**Run 1: clock distribution**

Scale: 4 px per um.
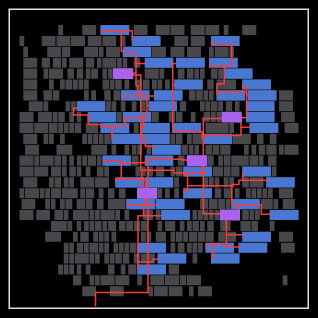
**Run 1: nets reached from selected ports**

Scale: 4 px per um.
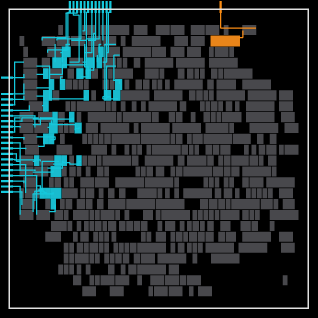
**Run 1: congestion heat map**

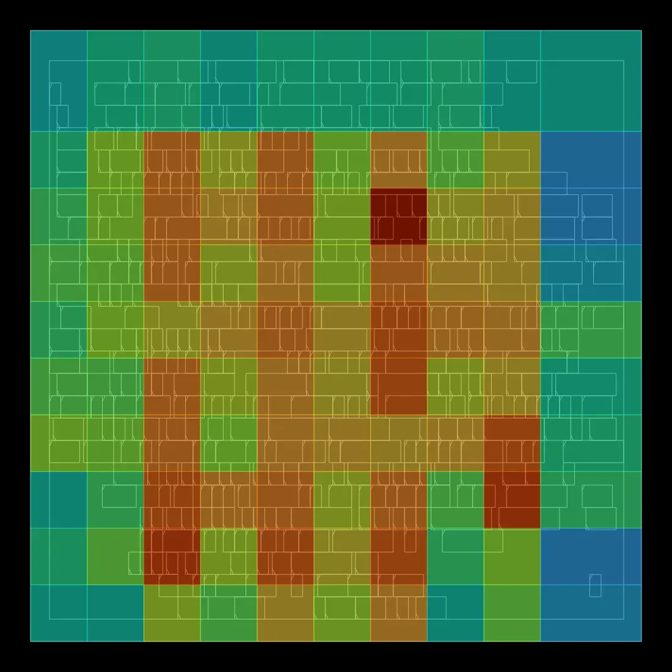
**Run 1: metal 3**

Scale: 6 px per um.
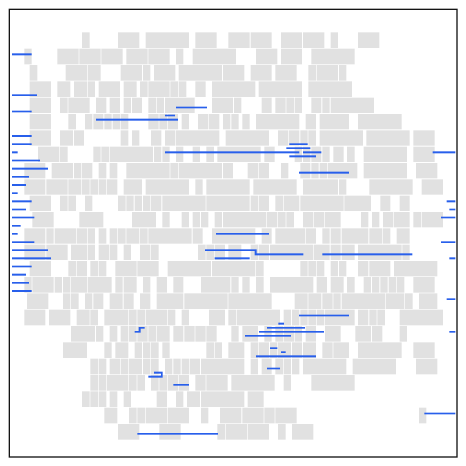
==> config.mk <==
export PLATFORM = sky130hd
export DESIGN_NAME = unibus_intr_arb
export DESIGN_NICKNAME = d
export VERILOG_FILES = /design/src/rtl/unibus_intr_arb.sv
export SDC_FILE = /design/constraint.sdc
export NUM_CORES = 1
export LEC_CHECK = 0
export ABC_AREA = 1
export CORE_MARGIN = 2
export CORE_UTILIZATION = 51
export DETAILED_ROUTE_END_ITERATION = 8
export PLACE_DENSITY = 0.87
export SLEW_MARGIN = 20
export SYNTH_ARGS = -nofsm -noshare
export SYNTH_HDL_FRONTEND = slang
export SYNTH_SLANG_ARGS = --single-unit
==> constraint.sdc <==
create_clock -name CLOCK -period 3.88 [get_ports CLOCK]
set_clock_uncertainty 0.15 [all_clocks]
set_input_delay 0.97 -clock CLOCK [delete_from_list [all_inputs] [get_ports CLOCK]]
set_output_delay 0.97 -clock CLOCK [all_outputs]
set_load 0.01 [all_outputs]
==> results.yml, run 1 <==
# generated from flow reports
final_layout:
  area_growth_pct: 29.6
  stdcell_count: 498
  largest_reg_flops: 10
  antenna_cells: 0
  fin_nets: 475
logic_synthesis:
  yosys.cell_count.top_type: "nand2_1"
  synth_flops: 48
  syn_inst: 366
  synthArstFlopShare: 0
  ys_warn_count: 0
  mux_share: 0
timing:
  rsz0062_at_grt: "no"
  setup_viol: 0
cts:
  cts-root-buf: "clkbuf_8"
  cts_setup_buffers: 0
  cts_sinks: 48
  hold_buffers: 0
  clk_pin_slew_worst_paths_ns: 0.08
worst_setup_path:
  critPathLaunchType: "input port"
  critPathTopFamily: "AND-OR/OR-AND gates"
  worst-r2r-cell-count: 13
  critPathRequiredTime_ns: 3.94
routing:
  drtIter0Drc: 158
  vias_per_cell: 4.94
job:
  drv_cap: 0
  tool_warnings: 27
die:
  die_h_um: 74.4
  num_rows: 25
  core_area_sq_um: 4750
global_route:
  grt_pass1_wl_um: 9270
  grt_overflow: 0
  antenna_found_initial: 0
power:
  power_density_nw_per_um2: 294
  leakage_nw: 1.34
status:
  status: "complete, no violations"
About 'clock distribution':
Key: clock-net drivers = purple [count 5]; flip-flops = blue [count 48]; clock wires = red [length 490 um]
There are 6 routed clock nets.
Clk power: 0.309 mW
Late-Pin Clk Latency: 0.31 ns
clock power share: 0.321

About 'nets reached from selected ports':
Key: dev_irvec = cyan [direction input, edge 20 west, 12 north, end cells 32, buffers 32, wire 496 um]; intgnt = orange [direction output, edge north, end cells 1, buffers 1, wire 15.6 um]
buffers added on ports: 64
Ports: 73

About 'congestion heat map':
GR peak layer: met2
total track usage: 0.214
met1 usage: 0.248
met2 Resource Use GR: 0.399

About 'metal 3':
The wires run mostly horizontal. The layer holds 4.5% of the routed length. The longest straight run is 22.1 um. The layer carries 260 um of wire.
DR vias: 2461
met3 Track Usage GR: 0.0407

## run 1: report_power, final
| part | switching (mW) | total, mW | internal [mW] |
|---|---|---|---|
| Combinational | 0.0776 | 0.145 | 0.0679 |
| Sequential | 0.00645 | 0.508 | 0.501 |
| Clock | 0.165 | 0.309 | 0.144 |
| Total | 0.249 | 0.962 | 0.713 |
## run 1: cells by family (layout without fill, tap and decap cells)
group                    count (synthesis)  count (layout)
adder cells (fa/ha/maj)                  3               3
AND-OR/OR-AND                           51              51
flip-flops                              48              48
buffers and inverters                   59             117
AND/OR/NAND/NOR                        202             202
XOR/XNOR                                 2               2
other                                    1               8
## run 1: placed cells by master, fill, tap and decap left out, types with 3 or more instances in the layout
cell type,n
a21oi_1,32
conb_1,8
nand2_2,12
nand3_1,22
nand4_1,5
nor2_1,45
nand3_2,4
dfxtp_1,48
inv_1,39
clkbuf_8,6
nand2_1,89
o21ai_0,11
nor3_1,8
nor3b_1,3
ha_1,3
clkdlybuf4s50_1,64
nand2_4,4
## run 1: cell type report
type	count	area (sq um)
Fill cell	418	1480
Multi-Input combinational cell	266	1310
Sequential cell	48	961
Timing Repair Buffer	66	656
Inverter	43	164
Tap cell	67	83.8
Clock buffer	6	82.6
Clock inverter	2	15.0
## run 1: metrics by stage
stage	setup WS (ns)	hold slack (ns)	total power, mW	util	instance area [sq um]
6_report	0.998	0.317	0.962	0.689	3270
5_1_grt	0.794	0.336	1.00	0.689	3270
4_1_cts	1.02	0.320	0.961	0.689	3270
3_5_place_dp	0.733	0.304	0.662	0.668	3180
3_3_place_gp	0.819	0.296	0.658	0.668	3180
2_1_floorplan	1.57	0.272	0.607	-	2550
## run 1: worst min-delay path, stage by stage, from the launching register on
cell and delay, ns:
dfxtp_1 0.32, inv_1 0.07, nor2_1 0.05
## run 1: routing by layer
metal / part of all wire / vias up / track usage
met1: 0.43 / 1098 / 0.248
met3: 0.045 / 9 / 0.0407
met5: 0 / - / 0
li1: - / 1276 / -
met4: 0.015 / 0 / 0.0595
met2: 0.51 / 78 / 0.399
**Run 1: cell area per tile**

Scale: 4 px per um. The die is cut into 7 by 7 equal tiles; dark blue is low, red is high, 0 to 100% covered.
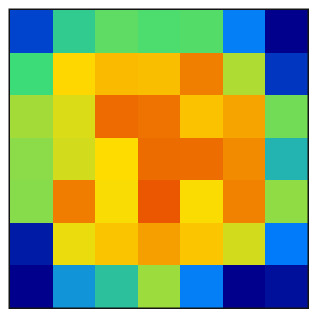

--- run 2 (diff from run 1) ---
- CORE_UTILIZATION: 51 -> 48
- PLACE_DENSITY: 0.87 -> 0.83
- clock period: 3.88 -> 2.7 ns (I/O delays scaled with it)
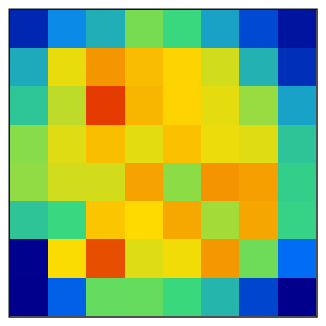
**Above:** run 2 (cell area per tile).
Scale: 4 px per um. The die is cut into 8 by 8 equal tiles; dark blue is low, red is high, 0 to 100% covered.
27% of the tiles are over 75% full. The fullest tile reaches 93%. The densest ninth of the die: center. 4.7% of the tiles are nearly empty.
FP Util: 0.495
final core utilization: 0.654
core box area: 5110 sq um

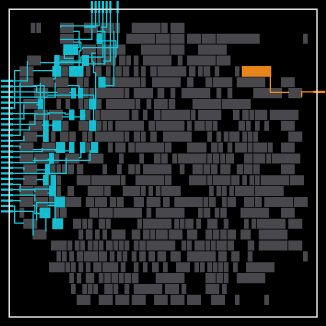
**Above:** run 2 (nets reached from selected ports).
Scale: 4 px per um.
Key: dev_irvec = cyan [direction input, edge 25 west, 7 north, end cells 32, buffers 32, wire 523 um]; intgnt = orange [direction output, edge east, end cells 1, buffers 1, wire 13.2 um]

==> results.yml, run 2 <==
# generated from flow reports
cts:
  cts_sinks: 48
  hold_buffers: 0
  cts_setup_buffers: 0
  cts-root-buf: "clkbuf_8"
worst_setup_path:
  critPathRequiredTime_ns: 2.74
  critPathLaunchType: "input port"
  worst-r2r-cell-count: 15
power:
  switching_share: 0.243
  leakage_nw: 1.39
  power_mw: 1.46
  power.share.sequential: 0.500
  power.internal_mw: 1.10
  power_density_nw_per_um2: 436
  combinationalPowerShare: 0.146
status:
  status: "complete, no violations"
logic_synthesis:
  synth_flops: 48
  synthArstFlopShare: 0
  syn_inst: 366
  ys_warn_count: 0
  yosys.cell_count.top_type: "nand2_1"
die:
  num_io_pins: 73
  die_h_um: 76.5
final_layout:
  antenna_cells: 0
  fin_nets: 481
  fillers: 472
  largest_reg_flops: 10
  final_layout_top_logic_cells: "89 x nand2_1, 64 x clkdlybuf4s50_1, 48 x dfxtp_1"
global_route:
  grt_pass1_wl_um: 9490
  antenna_found_initial: 0
  track_usage: 0.195
timing:
  rsz0062_at_grt: "no"
job:
  drv_cap: 0
  tool_warnings: 27
routing:
  drtIter0Drc: 93
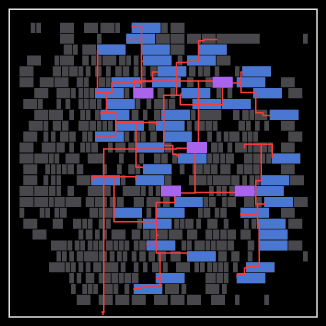
**Above:** run 2 (clock distribution).
Scale: 4 px per um.
Key: clock-net drivers = purple [count 5]; flip-flops = blue [count 48]; clock wires = red [length 472 um]
There are 6 routed clock nets.
Late-Pin Clk Latency: 0.29 ns
clock power share: 0.354

## run 2: cell counts after synthesis
Identical to the previous run, type by type.
## run 2: cell type report
cell class	instances	area, sq um	share of cell area
Inverter	43	164	0.0490
Clock buffer	5	68.8	0.0206
Tap cell	70	87.6	0.0262
Multi-Input combinational cell	266	1310	0.393
Clock inverter	3	47.5	0.0142
Sequential cell	48	961	0.288
Timing Repair Buffer	72	701	0.210
## run 2: per-stage QoR
stage,instances,hold slack (ns),instance area [sq um],setup slack (ns),setup TNS [ns]
floorplan,373,0.272,2550,0.683,0
global placement,499,0.290,3230,0.0682,0
detailed placement,499,0.296,3230,-0.00832,-0.00832
CTS,507,0.310,3340,0.307,0
global route,507,0.323,3340,0.137,0
finish,507,0.309,3340,0.309,0
## run 2: logic make-up after synthesis
kind of cell / Yosys count / share of synthesized area
simple gates: 202 / 0.378
buf+inv: 59 / 0.110
compound gates: 51 / 0.107
flops: 48 / 0.380
fa+ha+maj: 3 / 0.0149
xor+xnor: 2 / 0.00694
other cells: 1 / 0.00148
## run 2: critical path, cell delays in order
cell	delay [ns]
clkdlybuf4s50_1	0.46
inv_1	0.11
nand2_2	0.06
nand3_2	0.09
nand2_2	0.09
nor2_4	0.14
nand3_2	0.12
nand2_4	0.11
nand2_4	0.11
inv_4	0.16
nand2_1	0.06
nand2_1	0.06
nor2_1	0.04
nor2_1	0.09
nor2_1	0.05
## run 2: metal layers
| layer | track usage | wire length, um |
|---|---|---|
| met3 | 0.0379 | 253 |
| met1 | 0.239 | 2510 |
| met4 | 0.0636 | 68 |
| met5 | 0 | 0 |
| met2 | 0.343 | 2700 |
## run 2: power groups by stage
stage / registers (mW) / logic [mW] / clock network, mW
finish: 0.729 / 0.212 / 0.515
global route: 0.731 / 0.239 / 0.558
CTS: 0.729 / 0.213 / 0.526
detailed placement: 0.745 / 0.212 / 0
global placement: 0.745 / 0.208 / 0
floorplan: 0.744 / 0.128 / 0
No activity file was given, so power comes from the tool's default toggle rates.
